**src/rtl/cla_add_arbiter_if.sv**
```systemverilog
// Requester/response bus of the shared CLA adder arbiter.
interface cla_add_arbiter_if #(
    parameter int NUM_REQ = 4,
    parameter int WIDTH   = 16
);
    localparam int ID_W = (NUM_REQ > 1) ? $clog2(NUM_REQ) : 1;

    logic [NUM_REQ-1:0]       req;
    logic [NUM_REQ-1:0]       gnt;
    logic [NUM_REQ*WIDTH-1:0] a_in;
    logic [NUM_REQ*WIDTH-1:0] b_in;
    logic                     busy;
    logic                     rsp_valid;
    logic                     rsp_ready;
    logic [ID_W-1:0]          rsp_id;
    logic [WIDTH-1:0]         rsp_sum;
    logic                     rsp_cout;
    logic                     rsp_ovfl;

    modport master (
        output req, a_in, b_in, rsp_ready,
        input  gnt, busy, rsp_valid, rsp_id, rsp_sum, rsp_cout, rsp_ovfl
    );

    modport slave (
        input  req, a_in, b_in, rsp_ready,
        output gnt, busy, rsp_valid, rsp_id, rsp_sum, rsp_cout, rsp_ovfl
    );
endinterface

```
**src/rtl/cla_add_arbiter.sv**
```systemverilog
// One shared 16-bit CLA time-multiplexed among NUM_REQ requesters (IDLE->CALC->RESP).
// Define CLA_ARB_RR_EN for round-robin arbitration; default is fixed lowest-index priority.

module cla_4bit (
    input  logic [3:0] a,
    input  logic [3:0] b,
    input  logic       cin,
    output logic [3:0] sum,
    output logic       grp_g,
    output logic       grp_p
);
    logic [3:0] g, p, c;

    // Group terms kept free of cin so the upper lookahead level has no false loop.
    always_comb begin
        logic acc;
        g   = a & b;
        p   = a ^ b;
        acc = 1'b0;
        for (int i = 0; i < 4; i++) acc = g[i] | (p[i] & acc);
        grp_g = acc;
        grp_p = &p;
    end

    always_comb begin
        logic acc;
        acc = cin;
        c   = '0;
        for (int i = 0; i < 4; i++) begin
            c[i] = acc;
            acc  = g[i] | (p[i] & acc);
        end
        sum = p ^ c;
    end
endmodule

module cla_16bit (
    input  logic [15:0] a,
    input  logic [15:0] b,
    input  logic        cin,
    output logic [15:0] sum,
    output logic        cout
);
    logic [3:0] gg, gp;
    logic [4:0] gc;

    genvar j;
    generate
        for (j = 0; j < 4; j++) begin : g_grp
            cla_4bit u_grp (
                .a     (a[4*j +: 4]),
                .b     (b[4*j +: 4]),
                .cin   (gc[j]),
                .sum   (sum[4*j +: 4]),
                .grp_g (gg[j]),
                .grp_p (gp[j])
            );
        end
    endgenerate

    always_comb begin
        logic acc;
        acc = cin;
        gc  = '0;
        for (int i = 0; i < 4; i++) begin
            gc[i] = acc;
            acc   = gg[i] | (gp[i] & acc);
        end
        gc[4] = acc;
    end

    assign cout = gc[4];
endmodule

module cla_add_arbiter #(
    parameter int NUM_REQ = 4,
    parameter int WIDTH   = 16
) (
    input  logic            clk,
    input  logic            rst_n,
    cla_add_arbiter_if.slave bus
);
    localparam int ID_W = (NUM_REQ > 1) ? $clog2(NUM_REQ) : 1;

    typedef enum logic [1:0] {IDLE, CALC, RESP} state_t;

    state_t             state;
    logic [WIDTH-1:0]   op_a, op_b;
    logic [ID_W-1:0]    op_id;
    logic [NUM_REQ-1:0] arb_gnt;
    logic [ID_W-1:0]    arb_id;
    logic               arb_hit;
    logic [WIDTH-1:0]   cla_sum;
    logic               cla_cout;
    logic               cla_ovfl;
    logic               busy_q, valid_q, cout_q, ovfl_q;
    logic [ID_W-1:0]    id_q;
    logic [WIDTH-1:0]   sum_q;

`ifdef CLA_ARB_RR_EN
    logic [ID_W-1:0] rr_ptr;

    // Search begins one past the last accepted requester.
    always_comb begin
        int idx;
        arb_gnt = '0;
        arb_id  = '0;
        arb_hit = 1'b0;
        idx     = 0;
        for (int k = 1; k <= NUM_REQ; k++) begin
            idx = int'(rr_ptr) + k;
            if (idx >= NUM_REQ) idx = idx - NUM_REQ;
            if (!arb_hit && bus.req[ID_W'(idx)]) begin
                arb_hit              = 1'b1;
                arb_id               = ID_W'(idx);
                arb_gnt[ID_W'(idx)]  = 1'b1;
            end
        end
    end
`else
    always_comb begin
        arb_gnt = '0;
        arb_id  = '0;
        arb_hit = 1'b0;
        for (int i = 0; i < NUM_REQ; i++) begin
            if (!arb_hit && bus.req[ID_W'(i)]) begin
                arb_hit            = 1'b1;
                arb_id             = ID_W'(i);
                arb_gnt[ID_W'(i)]  = 1'b1;
            end
        end
    end
`endif

    cla_16bit u_cla (
        .a    (op_a),
        .b    (op_b),
        .cin  (1'b0),
        .sum  (cla_sum),
        .cout (cla_cout)
    );

    assign cla_ovfl = (op_a[WIDTH-1] == op_b[WIDTH-1]) && (cla_sum[WIDTH-1] != op_a[WIDTH-1]);

    always_ff @(posedge clk) begin
        if (!rst_n) begin
            state   <= IDLE;
            busy_q  <= 1'b0;
            valid_q <= 1'b0;
            id_q    <= '0;
            sum_q   <= '0;
            cout_q  <= 1'b0;
            ovfl_q  <= 1'b0;
            op_a    <= '0;
            op_b    <= '0;
            op_id   <= '0;
`ifdef CLA_ARB_RR_EN
            rr_ptr  <= ID_W'(NUM_REQ - 1);
`endif
        end else begin
            case (state)
                IDLE: if (arb_hit) begin
                    op_a   <= bus.a_in[arb_id*WIDTH +: WIDTH];
                    op_b   <= bus.b_in[arb_id*WIDTH +: WIDTH];
                    op_id  <= arb_id;
                    busy_q <= 1'b1;
                    state  <= CALC;
`ifdef CLA_ARB_RR_EN
                    rr_ptr <= arb_id;
`endif
                end
                CALC: begin
                    sum_q   <= cla_sum;
                    cout_q  <= cla_cout;
                    ovfl_q  <= cla_ovfl;
                    id_q    <= op_id;
                    valid_q <= 1'b1;
                    state   <= RESP;
                end
                RESP: if (bus.rsp_ready) begin
                    valid_q <= 1'b0;
                    busy_q  <= 1'b0;
                    state   <= IDLE;
                end
                default: begin
                    valid_q <= 1'b0;
                    busy_q  <= 1'b0;
                    state   <= IDLE;
                end
            endcase
        end
    end

    // Grants are offered only while idle and out of reset.
    assign bus.gnt       = (state == IDLE && rst_n) ? arb_gnt : '0;
    assign bus.busy      = busy_q;
    assign bus.rsp_valid = valid_q;
    assign bus.rsp_id    = id_q;
    assign bus.rsp_sum   = sum_q;
    assign bus.rsp_cout  = cout_q;
    assign bus.rsp_ovfl  = ovfl_q;
endmodule

```
**src/flat_wrapper.sv**
```systemverilog
// flat-port wrapper written by rule: the top's interface ports become plain ports
module cla_add_arbiter_flat 
#(
    parameter int NUM_REQ = 4,
    parameter int WIDTH   = 16
)
  (clk, rst_n, bus_req, bus_a_in, bus_b_in, bus_rsp_ready, bus_gnt, bus_busy, bus_rsp_valid, bus_rsp_id, bus_rsp_sum, bus_rsp_cout, bus_rsp_ovfl);
  cla_add_arbiter_if #(.NUM_REQ(NUM_REQ), .WIDTH(WIDTH)) bus_i ();
  input  logic clk;
  input  logic rst_n;
  input wire logic [$bits(bus_i.req)-1:0] bus_req;
  input wire logic [$bits(bus_i.a_in)-1:0] bus_a_in;
  input wire logic [$bits(bus_i.b_in)-1:0] bus_b_in;
  input wire logic [$bits(bus_i.rsp_ready)-1:0] bus_rsp_ready;
  output wire logic [$bits(bus_i.gnt)-1:0] bus_gnt;
  output wire logic [$bits(bus_i.busy)-1:0] bus_busy;
  output wire logic [$bits(bus_i.rsp_valid)-1:0] bus_rsp_valid;
  output wire logic [$bits(bus_i.rsp_id)-1:0] bus_rsp_id;
  output wire logic [$bits(bus_i.rsp_sum)-1:0] bus_rsp_sum;
  output wire logic [$bits(bus_i.rsp_cout)-1:0] bus_rsp_cout;
  output wire logic [$bits(bus_i.rsp_ovfl)-1:0] bus_rsp_ovfl;
  assign bus_i.req = bus_req;
  assign bus_i.a_in = bus_a_in;
  assign bus_i.b_in = bus_b_in;
  assign bus_i.rsp_ready = bus_rsp_ready;
  assign bus_gnt = bus_i.gnt;
  assign bus_busy = bus_i.busy;
  assign bus_rsp_valid = bus_i.rsp_valid;
  assign bus_rsp_id = bus_i.rsp_id;
  assign bus_rsp_sum = bus_i.rsp_sum;
  assign bus_rsp_cout = bus_i.rsp_cout;
  assign bus_rsp_ovfl = bus_i.rsp_ovfl;
  cla_add_arbiter #(.NUM_REQ(NUM_REQ), .WIDTH(WIDTH)) u_core (.clk(clk), .rst_n(rst_n), .bus(bus_i));
endmodule
```
**config.mk**
```make
export PLATFORM = sky130hd
export DESIGN_NAME = cla_add_arbiter_flat
export DESIGN_NICKNAME = d
export VERILOG_FILES = /design/src/rtl/cla_add_arbiter_if.sv /design/src/rtl/cla_add_arbiter.sv /design/src/flat_wrapper.sv
export SDC_FILE = /design/constraint.sdc
export NUM_CORES = 1
export LEC_CHECK = 0
export ABC_AREA = 1
export ABC_CLOCK_PERIOD_IN_PS = 8100
export CAP_MARGIN = 20
export CELL_PAD_IN_SITES_DETAIL_PLACEMENT = 0
export CELL_PAD_IN_SITES_GLOBAL_PLACEMENT = 1
export CORE_ASPECT_RATIO = 0.8
export CORE_MARGIN = 2
export CORE_UTILIZATION = 29
export DETAILED_ROUTE_END_ITERATION = 12
export PLACE_DENSITY_LB_ADDON = 0.12
export SETUP_SLACK_MARGIN = 0.5
export SLEW_MARGIN = 0
export SYNTH_ARGS = -nofsm -noshare
export SYNTH_HDL_FRONTEND = slang
export SYNTH_SLANG_ARGS = --single-unit
```
**constraint.sdc**
```tcl
create_clock -name clk -period 8.1 [get_ports clk]
set_input_delay 0.81 -clock clk [delete_from_list [all_inputs] [get_ports clk]]
set_output_delay 0.81 -clock clk [all_outputs]
set_load 0.02 [all_outputs]
```
M1 wires:
Bar = 20 microns. Supply wires on this layer in grey.
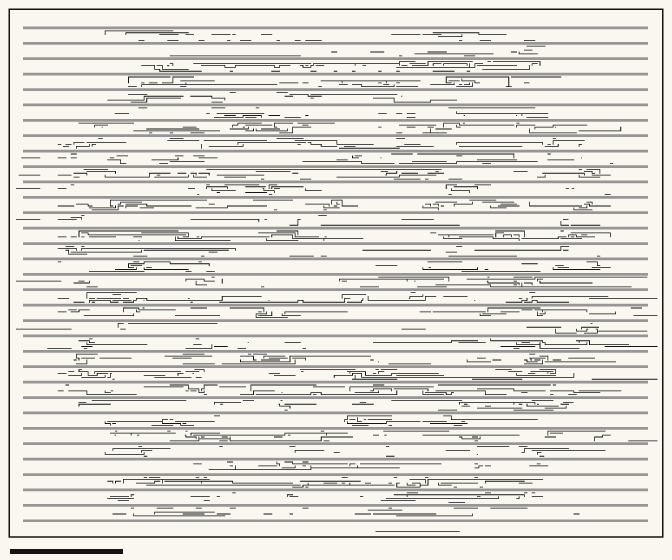
share of all routed wire: 51%
nets with wire on the layer: 471
main direction: horizontal
wire length on this layer: 3800 microns
longest straight run: 41.4 microns

Met2 routing:
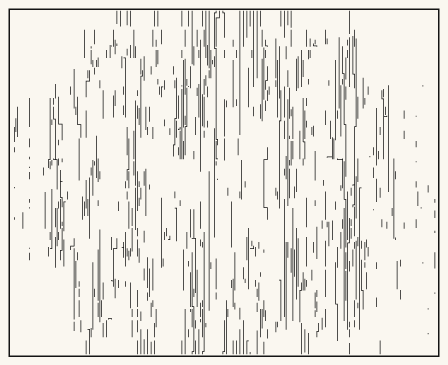
main direction: vertical
nets with wire on the layer: 396
share of all routed wire: 44%
wire length on this layer: 3330 microns
longest straight run: 38.1 microns

M3 wires:
Bar = 20 microns.
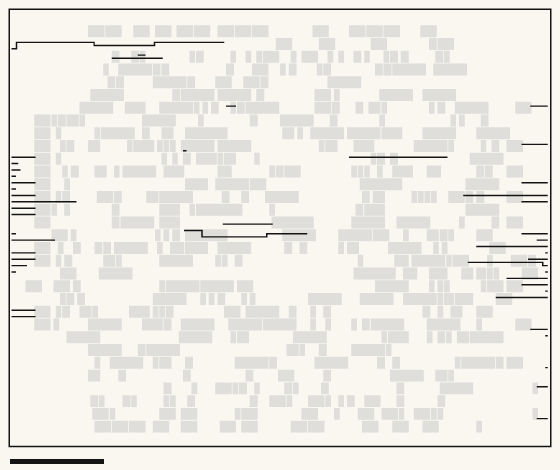
wire length on this layer: 310 microns
share of all routed wire: 4.1%

==> results.py <==
# Synthesis and PnR figures
metrics = {
    "setup_path": {
        "worst-endpoint-required_ns": 8.26,
        "cp_max_fo": 3,
        "worst_ep_arrival_time_ns": 4.47,
        "endpoint_kind": "flip-flop",
        "startpoint_type": "flip-flop",
        "worst_r2r_path_depth": 17,
    },
    "clock_tree": {
        "cts-resized-gates": 0,
        "cts_inserted_buffers": 5,
        "clk_root_buffer_cell": "clkbuf_16",
        "cts_setup_buffers": 0,
        "cts_max_path_buffers": 2,
        "htree_num_levels": 2,
        "cts.sinks": 56,
        "cts_tree": "built",
        "insertion_delay_ns": 0.28,
    },
    "synth": {
        "syn_area_per_cell_sq_um": 7.962,
        "enable_flop_cells": 0,
        "yosysMostFrequentCell": "nand2_1",
        "synthAoiAreaFrac_pct": 18.77,
        "ys.flops": 56,
        "synth_top_cell_by_area": "dfxtp_1",
        "topCellsByArea": "dfxtp_1, nand2_1, fa_1, a21oi_1, ha_1",
        "ys_dominant_reg_cell": "dfxtp_1",
        "synth_seq_share_pct": 39.11,
        "yosys.area_share.simple_pct": 18.51,
        "ys_async_sr_fraction_pct": 0,
        "logic_family": "AND-OR/OR-AND gates",
        "synth.cellmix.xorXnorShare_pct": 0.9166,
        "synthCells": 360,
        "synthAdderAreaFrac_pct": 14.05,
    },
    "pwr": {
        "p_total_mw": 0.7659,
        "ir_drop_v": 0.00009223,
        "leakagePower_nw": 1.783,
        "powerDensity_nw_per_um2": 191.8,
    },
    "outcome": {
        "status": "complete, no violations",
    },
    "cells_and_area": {
        "fin_cells": 558,
        "fin_nets": 599,
        "layout-drive-gt1-share_pct": 4.100,
        "num_antenna_cells": 0,
        "fin_area_sq_um": 3994,
        "fill_cells": 1030,
    },
    "sta": {
        "slew_headroom_pct": 38.87,
        "fmax_mhz": 231.8,
        "setup_viol": 0,
        "fin_tns_setup_ns": 0,
        "rsz0062_at_grt": "no",
        "period_used_pct": 53.27,
        "worst_slew_pin_slew_ns": 0.9170,
        "hold_viol_final": 0,
    },
    "detailed_routing": {
        "vias": 2560,
        "routed_wl_microns": 7504,
        "drt_first_pass_iters": 6,
        "drt_iter0_drc": 76,
        "drt.antenna.violating_nets": 0,
        "drc": 0,
    },
    "placement": {
        "gp_congestion": 0.7553,
        "dp.cells": 550,
        "hpwlAfterDp_microns": 5235,
        "numPortBuffers": 91,
    },
    "hold_path": {
        "hold_path_class": "reg -> reg",
        "hold_depth": 1,
    },
    "floorplanning": {
        "core_sq_um": 9609,
        "initCoreUtil_pct": 29.83,
        "rows": 32,
        "chip_area_sq_um": 10700,
        "die_x_microns": 115.2,
        "fp.dieH_microns": 92.93,
    },
    "global_routing": {
        "grt_pass1_wl_microns": 12810,
        "antenna_found_initial": 0,
        "overflow": 0,
        "first_global_vias": 2571,
    },
    "flow_run": {
        "warning_count": 92,
    },
}
[cell type report]
cell class / instances / area, sq um / share of cell area [%]
clock buffer: 7 / 152.6 / 3.822
inverter: 27 / 101.3 / 2.538
multi-input combinational: 255 / 1509 / 37.78
sequential: 56 / 1121 / 28.07
tap: 119 / 148.9 / 3.728
timing repair buffer: 94 / 960.9 / 24.06
[final timing paths]
path	startpoint	endpoint	slack (ns)
setup / recovery	u_core.op_b[0]$_SDFFE_PN0P_	u_core.bus.rsp_ovfl$_SDFFE_PN0P_	3.79
hold / removal	u_core.op_id[0]$_SDFFE_PN0P_	u_core.op_id[0]$_SDFFE_PN0P_	0.49
setup reg to reg	u_core.op_b[0]$_SDFFE_PN0P_	u_core.bus.rsp_ovfl$_SDFFE_PN0P_	3.79
hold reg to reg	u_core.op_id[0]$_SDFFE_PN0P_	u_core.op_id[0]$_SDFFE_PN0P_	0.49
[state kept, by name, indices dropped and copies added, names as in the netlist]
signal / cells
u_core.bus.rsp_ovfl: 1
u_core.state: 2
u_core.bus.rsp_cout: 1
u_core.bus.rsp_id: 1
u_core.op_id: 1
u_core.bus.busy: 1
u_core.bus.rsp_sum: 16
u_core.op_a: 16
u_core.bus.rsp_valid: 1
u_core.op_b: 16
[stage by stage]
| stage | setup WS, ns | utilization (%) | hold slack [ns] |
|---|---|---|---|
| after floorplan | 4.089 | - | 0.4558 |
| final | 3.785 | 41.56 | 0.4898 |
| after global routing | 3.497 | 41.56 | 0.5159 |
| after CTS | 3.734 | 41.28 | 0.4941 |
| after global placement | 3.776 | 39.48 | 0.4709 |
| after detailed placement | 3.759 | 39.69 | 0.4759 |
[kinds of logic (layout without fill, tap and decap cells)]
group                      Yosys count  count (layout)
buffers and inverters               51             128
and+or+nand+nor                    128             128
DFF                                 56              56
xor gates and xnor gates             3               3
other                                1               3
AOI/OAI and AO/OA                   96              96
adders and majority gates           25              25
[worst max-delay path, cell delays in order, from the launching register on]
cell and delay, ns:
dfxtp_1 0.32, ha_1 0.22, fa_1 0.47, fa_1 0.47, fa_1 0.48, nand3_1 0.10, nand3_1 0.07, nand2_1 0.07
nand2_1 0.09, nand2_1 0.07, nand2_1 0.12, fa_1 0.49, fa_1 0.46, fa_1 0.48, nor2_1 0.11, nor2_1 0.05
nand2_1 0.06, a21oi_1 0.05
[cells in the final DEF, fill, tap and decap left out, types with 3 or more instances in the layout]
cell	count
a21oi_1	40
clkbuf_16	5
clkdlybuf4s50_1	90
conb_1	3
dfxtp_1	56
fa_1	12
ha_1	13
inv_1	24
nand2_1	65
nand3_1	21
nor2_1	37
o211ai_1	17
o21ai_0	32
xnor2_1	3
[routing by layer]
metal  part of all wire [%]  GRT usage (%)
met1                     51          21.11
met3                    4.1          2.945
met5                      0              0
met2                     44          24.12
met4                   0.73          3.614
[power by group]
part,switching (mW),internal (mW),total (mW)
Combinational,0.109,0.102,0.211
Sequential,0.0252,0.308,0.333
Clock,0.0915,0.130,0.221
Total,0.225,0.540,0.766
Power is estimated from default activity; no workload was simulated.
